===== src/rtl/alarm_pkg.sv =====
// Shared types and helpers for the alarm scheduler.
//   alarm_state_t : scheduler FSM state encoding
//   bcd_time_t    : packed {hourdec, hourone, mindec, minone} BCD time
//   cnt_width()   : width of a counter that must hold 0..max_val (at least 1 bit)
package alarm_pkg;

    localparam int BCD_W = 16;

    typedef enum logic [1:0] {
        IDLE    = 2'd0,
        RINGING = 2'd1,
        SNOOZE  = 2'd2
    } alarm_state_t;

    typedef struct packed {
        logic [3:0] hourdec;
        logic [3:0] hourone;
        logic [3:0] mindec;
        logic [3:0] minone;
    } bcd_time_t;

    function automatic int cnt_width(input int max_val);
        return (max_val < 1) ? 1 : $clog2(max_val + 1);
    endfunction

endpackage


===== src/rtl/alarm_slot_match.sv =====
// Combinational per-slot time comparators.
//   now_time : current BCD time
//   bud_time : slot i alarm time at [16i+15:16i]
//   bud_on   : per-slot enable
//   match    : slot i is enabled and its time equals now_time
module alarm_slot_match
    import alarm_pkg::*;
#(
    parameter int N_SLOTS = 2
) (
    input  logic [BCD_W-1:0]         now_time,
    input  logic [BCD_W*N_SLOTS-1:0] bud_time,
    input  logic [N_SLOTS-1:0]       bud_on,
    output logic [N_SLOTS-1:0]       match
);

    // NOTE: every output of a combinational block gets a default first, so no
    // path through the block leaves it unassigned and a latch is never inferred.
    always_comb begin
        match = '0;
        for (int i = 0; i < N_SLOTS; i++) begin
            match[i] = bud_on[i] && (bud_time[BCD_W*i +: BCD_W] == now_time);
        end
    end

endmodule


===== src/rtl/alarm_scheduler.sv =====
// Multi-slot alarm scheduler sharing one buzzer enable between N_SLOTS alarms.
// Each minute change queues every enabled matching slot; queued slots are then
// served one at a time, lowest index first, with beep, ring timeout and snooze.
//   clk, rst    : clock, synchronous active-high reset
//   sec_tick    : one-cycle 1 Hz strobe
//   now_time    : running BCD time
//   bud_time    : per-slot alarm times, bud_on : per-slot enables
//   off_bud     : dismiss pulse, snooze_bud : snooze pulse
//   aud_en      : registered buzzer enable
//   active_slot : slot being served (valid while busy)
//   busy        : ringing or snoozing
//   pending     : queued triggers not yet served
module alarm_scheduler
    import alarm_pkg::*;
#(
    parameter  int N_SLOTS     = 2,
    parameter  int RING_SECS   = 60,
    parameter  int SNOOZE_SECS = 300,
    parameter  int MAX_SNOOZE  = 3,
    localparam int SLOT_W      = (N_SLOTS > 1) ? $clog2(N_SLOTS) : 1
) (
    input  logic                     clk,
    input  logic                     rst,
    input  logic                     sec_tick,
    input  logic [BCD_W-1:0]         now_time,
    input  logic [BCD_W*N_SLOTS-1:0] bud_time,
    input  logic [N_SLOTS-1:0]       bud_on,
    input  logic                     off_bud,
    input  logic                     snooze_bud,
    output logic                     aud_en,
    output logic [SLOT_W-1:0]        active_slot,
    output logic                     busy,
    output logic [N_SLOTS-1:0]       pending
);

    localparam int RING_W = cnt_width(RING_SECS);
    localparam int SNZ_W  = cnt_width(SNOOZE_SECS);
    localparam int SCNT_W = cnt_width(MAX_SNOOZE);

    localparam logic [RING_W-1:0] RING_MAX = RING_W'(RING_SECS);
    localparam logic [SNZ_W-1:0]  SNZ_MAX  = SNZ_W'(SNOOZE_SECS);
    localparam logic [SCNT_W-1:0] SCNT_MAX = SCNT_W'(MAX_SNOOZE);

    alarm_state_t       state;
    bcd_time_t          now_q;
    logic               time_vld;
    logic               phase;
    logic [RING_W-1:0]  ring_cnt;
    logic [SNZ_W-1:0]   snz_cnt;
    logic [SCNT_W-1:0]  snooze_cnt;

    logic [N_SLOTS-1:0] match;
    logic [N_SLOTS-1:0] pending_next;
    logic [SLOT_W-1:0]  pick;
    logic               take;
    logic               minute_evt;
    logic               active_on;
    logic [RING_W-1:0]  ring_nxt;
    logic [SNZ_W-1:0]   snz_nxt;

    alarm_slot_match #(
        .N_SLOTS (N_SLOTS)
    ) u_match (
        .now_time (now_time),
        .bud_time (bud_time),
        .bud_on   (bud_on),
        .match    (match)
    );

    // time_vld masks the first load after reset so the current minute never fires.
    assign minute_evt = time_vld && (bcd_time_t'(now_time) != now_q);
    assign take       = (state == IDLE) && (|pending);
    assign active_on  = bud_on[active_slot];

    // Counters saturate at their terminal value instead of wrapping.
    assign ring_nxt = (ring_cnt == RING_MAX) ? ring_cnt : ring_cnt + 1'b1;
    assign snz_nxt  = (snz_cnt  == SNZ_MAX)  ? snz_cnt  : snz_cnt  + 1'b1;

    // Lowest set index wins: scan downward so the last hit is the smallest.
    always_comb begin
        pick = '0;
        for (int i = N_SLOTS - 1; i >= 0; i--) begin
            if (pending[i]) pick = SLOT_W'(i);
        end
    end

    // The served bit is cleared before new matches are merged, so a minute event
    // on the take cycle re-queues that slot as a fresh trigger.
    always_comb begin
        pending_next = pending;
        if (take) pending_next[pick] = 1'b0;
        if (minute_evt) pending_next = pending_next | match;
        pending_next = pending_next & bud_on;
    end

    // NOTE: sequential state uses non-blocking assignments so every register
    // samples pre-edge values regardless of statement order in this block.
    always_ff @(posedge clk) begin
        if (rst) begin
            state       <= IDLE;
            now_q       <= '0;
            time_vld    <= 1'b0;
            pending     <= '0;
            aud_en      <= 1'b0;
            busy        <= 1'b0;
            active_slot <= '0;
            phase       <= 1'b0;
            ring_cnt    <= '0;
            snz_cnt     <= '0;
            snooze_cnt  <= '0;
        end else begin
            now_q    <= bcd_time_t'(now_time);
            time_vld <= 1'b1;
            pending  <= pending_next;

            case (state)
                IDLE: begin
                    if (take) begin
                        state       <= RINGING;
                        active_slot <= pick;
                        snooze_cnt  <= '0;
                        ring_cnt    <= '0;
                        phase       <= 1'b1;
                        aud_en      <= 1'b1;
                        busy        <= 1'b1;
                    end
                end

                RINGING: begin
                    // Buttons outrank the tick/timeout seen on the same cycle.
                    if (!active_on || off_bud ||
                        (snooze_bud && snooze_cnt == SCNT_MAX)) begin
                        state  <= IDLE;
                        aud_en <= 1'b0;
                        busy   <= 1'b0;
                    end else if (snooze_bud) begin
                        state      <= SNOOZE;
                        snooze_cnt <= snooze_cnt + 1'b1;
                        snz_cnt    <= '0;
                        aud_en     <= 1'b0;
                    end else if (sec_tick) begin
                        ring_cnt <= ring_nxt;
                        phase    <= ~phase;
                        if (ring_nxt == RING_MAX) begin
                            state  <= IDLE;
                            aud_en <= 1'b0;
                            busy   <= 1'b0;
                        end else begin
                            aud_en <= ~phase;
                        end
                    end
                end

                SNOOZE: begin
                    if (!active_on || off_bud) begin
                        state  <= IDLE;
                        aud_en <= 1'b0;
                        busy   <= 1'b0;
                    end else if (sec_tick) begin
                        snz_cnt <= snz_nxt;
                        if (snz_nxt == SNZ_MAX) begin
                            state    <= RINGING;
                            ring_cnt <= '0;
                            phase    <= 1'b1;
                            aud_en   <= 1'b1;
                        end
                    end
                end

                default: begin
                    state  <= IDLE;
                    aud_en <= 1'b0;
                    busy   <= 1'b0;
                end
            endcase
        end
    end

endmodule


===== config.mk =====
export PLATFORM = sky130hd
export DESIGN_NAME = alarm_scheduler
export DESIGN_NICKNAME = d
export VERILOG_FILES = /design/src/rtl/alarm_pkg.sv /design/src/rtl/alarm_slot_match.sv /design/src/rtl/alarm_scheduler.sv
export SDC_FILE = /design/constraint.sdc
export NUM_CORES = 1
export LEC_CHECK = 0
export ABC_AREA = 0
export CORE_ASPECT_RATIO = 0.6
export CORE_MARGIN = 2
export CORE_UTILIZATION = 25
export DETAILED_ROUTE_END_ITERATION = 6
export PLACE_DENSITY = 0.55
export SLEW_MARGIN = 20
export SYNTH_ARGS = -nofsm -noshare
export SYNTH_HDL_FRONTEND = slang
export SYNTH_SLANG_ARGS = --single-unit

===== constraint.sdc =====
create_clock -name clk -period 3.7 [get_ports clk]
set_input_delay 0.555 -clock clk [delete_from_list [all_inputs] [get_ports clk]]
set_output_delay 0.555 -clock clk [all_outputs]
set_load 0.05 [all_outputs]

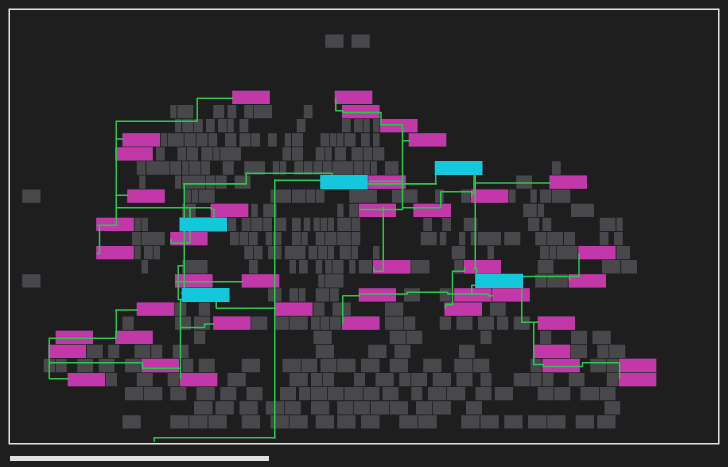
*Clock network drawn from the DEF*
Scale bar: 50 um.
magenta -> flip-flops  # count 42
green -> clock wires  # length 622 um
cyan -> clock-net drivers  # count 5
routed clock nets = 6

==> job_summary.md <==
### Metrics collected by this job

| Metric | Value |
|---|---|
| Outcome | `finished clean` |
| Core Area | `0.0101 mm^2` |
| Pin count of the biggest net entering global routing | `22` |
| CP Capture Point | `phase` |
| Leading post-synthesis cells by cell area | `dfxtp_1 (32%), xor2_1 (11%), xnor2_1 (5.3%)` |
| Vias per std cell | `4.98` |
| Startpoint Class | `flip-flop` |
| Synthesis area per yosys | `0.00263 mm^2` |
| R2r endpoint | `phase` |
| Crit path DRT | `3.90 ns` |
| Sink Count | `42` |
| Yosys reg bits | `42` |
| Total power | `1.06 mW` |
| Final setup violation count | `0` |
| Clk Latency, worst-skew pair | `0.29 ns` |
| Die Wd | `137 um` |
| Post-synth top area cell | `dfxtp_1` |
| WS Path Type | `reg -> reg` |
| Layout cells sized above 1 | `0.0476` |
| Gate Count Post-Synth | `324` |
| Final net count | `437` |
| Slew @ Worst Pin | `0.800 ns` |
| Max-Cap Viols | `0` |
| Final worst slack | `0.814 ns` |
| Total CTS buffers | `5` |
| Worst r2r src | `snz_cnt[0]` |
| Skew final | `0.00480 ns` |
| DR WL/cell | `14.7 um` |
| Fill count | `1022` |
| Slew HR | `0.465` |
| Sum Neg Setup Slack | `0 ns` |
| Gpl congestion | `0.920` |
| Post-CTS Setup Inserts | `0` |
| Post-synth seq share | `0.319` |
| CP delay by family, top | `AND-OR/OR-AND gates` |
| # diodes | `0` |
| Netlist cell types | `54` |
| CP endpoint kind | `flip-flop` |
| TritonRoute pass-1 iters | `5` |
| H-tree depth | `2` |
| First-pass GRT wire length | `12200 um` |
| Fmax | `0.347 GHz` |
| Worst path most repeated cell | `and3_1` |
| I/O pins | `60` |
| Fp_density | `0.262` |
| Slowest-stage cell, CP | `o41a_1` |
| Max clock buf depth | `2` |
| LEAKAGE | `1.20 nW` |
| P&R area growth vs syn | `32.3%` |
| Crit-path max cell delay | `0.60 ns` |
| Fin. max-slew vios | `0` |
| Die height | `83.5 um` |
| CTS tree | `built` |
| Multi-input logic area | `0.00169 mm^2` |
| Dpl hpwl | `6010 um` |
| Critical path data arrival time | `3.09 ns` |
| Total number of vias | `2555` |
| Dpl ws | `0.856 ns` |
| RSZ-0062 raised after global routing | `false` |
| Number of OpenROAD warnings | `28` |
| IO buf count | `59` |
| GRT overflow | `0` |
| Sequential cell area | `841 um^2` |
| R2r setup slk | `0.81 ns` |
| Tmin final | `2.89 ns` |
| Ys cells | `324` |
| Chip area | `0.0114 mm^2` |
| Worst Path Buf+Inv | `0` |
| Post-route cell area | `0.00348 mm^2` |
| Vias in the first global route | `2273` |
| Worst path cell trace | `ha_1 > and3_1 > and3_1 > o21ai_0 > a2111o_1 > o41a_1 > nor2b_4 > a311oi_2` |
| Worst Hold Slack | `0.498 ns` |
| Number of synthesized flops with an enable pin | `0` |
| Crit-path max FO | `11` |
| Synthesized area | `0.00263 mm^2` |
| Worst vdd ir | `150 uV` |
| 1st-iter DRT viols | `207` |
| Worst R2R Path Depth | `8` |
| Final Hold Fails | `0` |
| Reg clk slew, reported paths | `0.06 ns` |
| Final WL | `7560 um` |
| Post-CTS Hold Buffers | `0` |
| Root Driver | `clkbuf_16` |
| Power per cell area | `305 mW/mm^2` |
| Initial antenna violation count | `0` |
| Fin crit share | `0.780` |
| Synthesis warning total | `0` |
| Worst Hold Class | `reg -> reg` |
| Setup crit start | `snz_cnt[0]` |
| Post-DRT Antenna Nets | `0` |
| Async SR Flop Fraction | `0` |
| Row Count | `28` |
| GRT Total Usage | `0.138` |
| Critical path depth in cells | `8` |
| Top cell area share | `0.319` |
| DRC Markers | `0` |
| Commonest flop | `dfxtp_1` |
| Syn Nets | `384` |
| # resized after CTS | `0` |
| Avg Inst Size Synth | `8.13 um^2` |
| Cell Area, Placed | `0.00333 mm^2` |
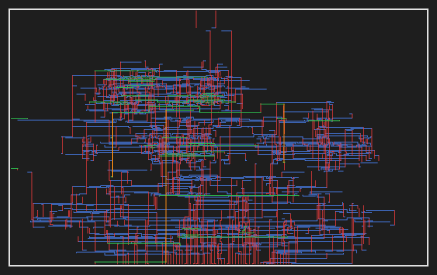
*Routed metal, one colour a layer*
orange -> M4  # wire length 89.8 um
red -> M2  # wire length 2780 um
green -> M3  # wire length 501 um
blue -> M1  # wire length 4190 um

[cell usage in the layout, fill, tap and decap left out, types with 3 or more instances in the layout]
cell / n
clkdlybuf4s50_1: 59
dfxtp_1: 42
xor2_1: 32
nor2_1: 28
a21oi_1: 22
o21ai_0: 21
nand2_1: 16
xnor2_1: 16
nor2b_1: 16
nor3_1: 13
nor4_1: 11
inv_1: 10
nand4_1: 9
nand3_1: 8
a31oi_1: 7
and3_1: 5
ha_1: 5
clkbuf_16: 5
nand2b_1: 4
and2_1: 4
mux2i_1: 3
nand3b_1: 3
nand4b_1: 3
a211oi_1: 3
[report_power, final]
| group | total (mW) | internal, mW | leakage [nW] | switching, mW |
|---|---|---|---|---|
| Combinational | 0.147 | 0.0848 | 0.785 | 0.0625 |
| Clock | 0.447 | 0.267 | 0.0729 | 0.180 |
| Sequential | 0.466 | 0.462 | 0.343 | 0.00412 |
[tightest hold or removal path, stage by stage (launching register included)]
cell and delay [ns]:
dfxtp_1 0.33, a21oi_1 0.06, nor2_1 0.08
[routing by layer]
layer,GRT usage,vias up,wire [um]
met2,0.169,86,2780
li1,-,1267,-
met4,0.0407,0,89
met5,0,-,0
met3,0.0298,7,500
met1,0.226,1195,4190
[cells in the mapped netlist, drive strengths merged, types with 7 or more instances]
master and instances:
nand2 16, a21oi 22, clkbuf 8, nor4 11
inv 10, dfxtp 42, nor2b 17, nand4 9
nor2 28, a31oi 7, xnor2 16, nor3 13
nand3 8, xor2 32, o21ai 21
[area by class of cell]
class | count | share of cell area
inverters | 10 | 0.0108
repair buffers | 60 | 0.172
flip-flops and latches | 42 | 0.241
multi-input cells | 258 | 0.484
well taps | 135 | 0.0485
clock inverters | 2 | 0.00359
clock buffers | 6 | 0.0399
[worst min path at each step]
stage / start / to / slack [ns] / cells after the start
finish: snooze_cnt[1] / snooze_cnt[1] / 0.50 / 2
detailed placement: snooze_cnt[1] / snooze_cnt[1] / 0.49 / 2
CTS: busy / busy / 0.50 / 2
global placement: snooze_cnt[1] / snooze_cnt[1] / 0.47 / 2
floorplan: snooze_cnt[1] / snooze_cnt[1] / 0.46 / 2
global route: snz_cnt[1] / snz_cnt[1] / 0.55 / 2
[registers in the layout, indices dropped and copies added, names as in the netlist]
signal	count
snz_cnt	9
active_slot	1
ring_cnt	6
time_vld	1
state	2
busy	1
now_q	16
aud_en	1
snooze_cnt	2
phase	1
pending	2
[cell families after synthesis]
logic type | after synthesis | synth area share
simple gates | 132 | 0.278
flops | 42 | 0.319
mux | 3 | 0.0114
fa+ha+maj | 5 | 0.0238
buf+inv | 24 | 0.0404
compound gates | 70 | 0.167
xor+xnor | 48 | 0.160
[metrics by stage]
step | instances | util
2_1_floorplan | 324 | -
3_3_place_gp | 505 | 0.331
3_5_place_dp | 505 | 0.331
4_1_cts | 513 | 0.346
5_1_grt | 513 | 0.346
6_report | 513 | 0.346
No activity file was given, so power comes from the tool's default toggle rates.
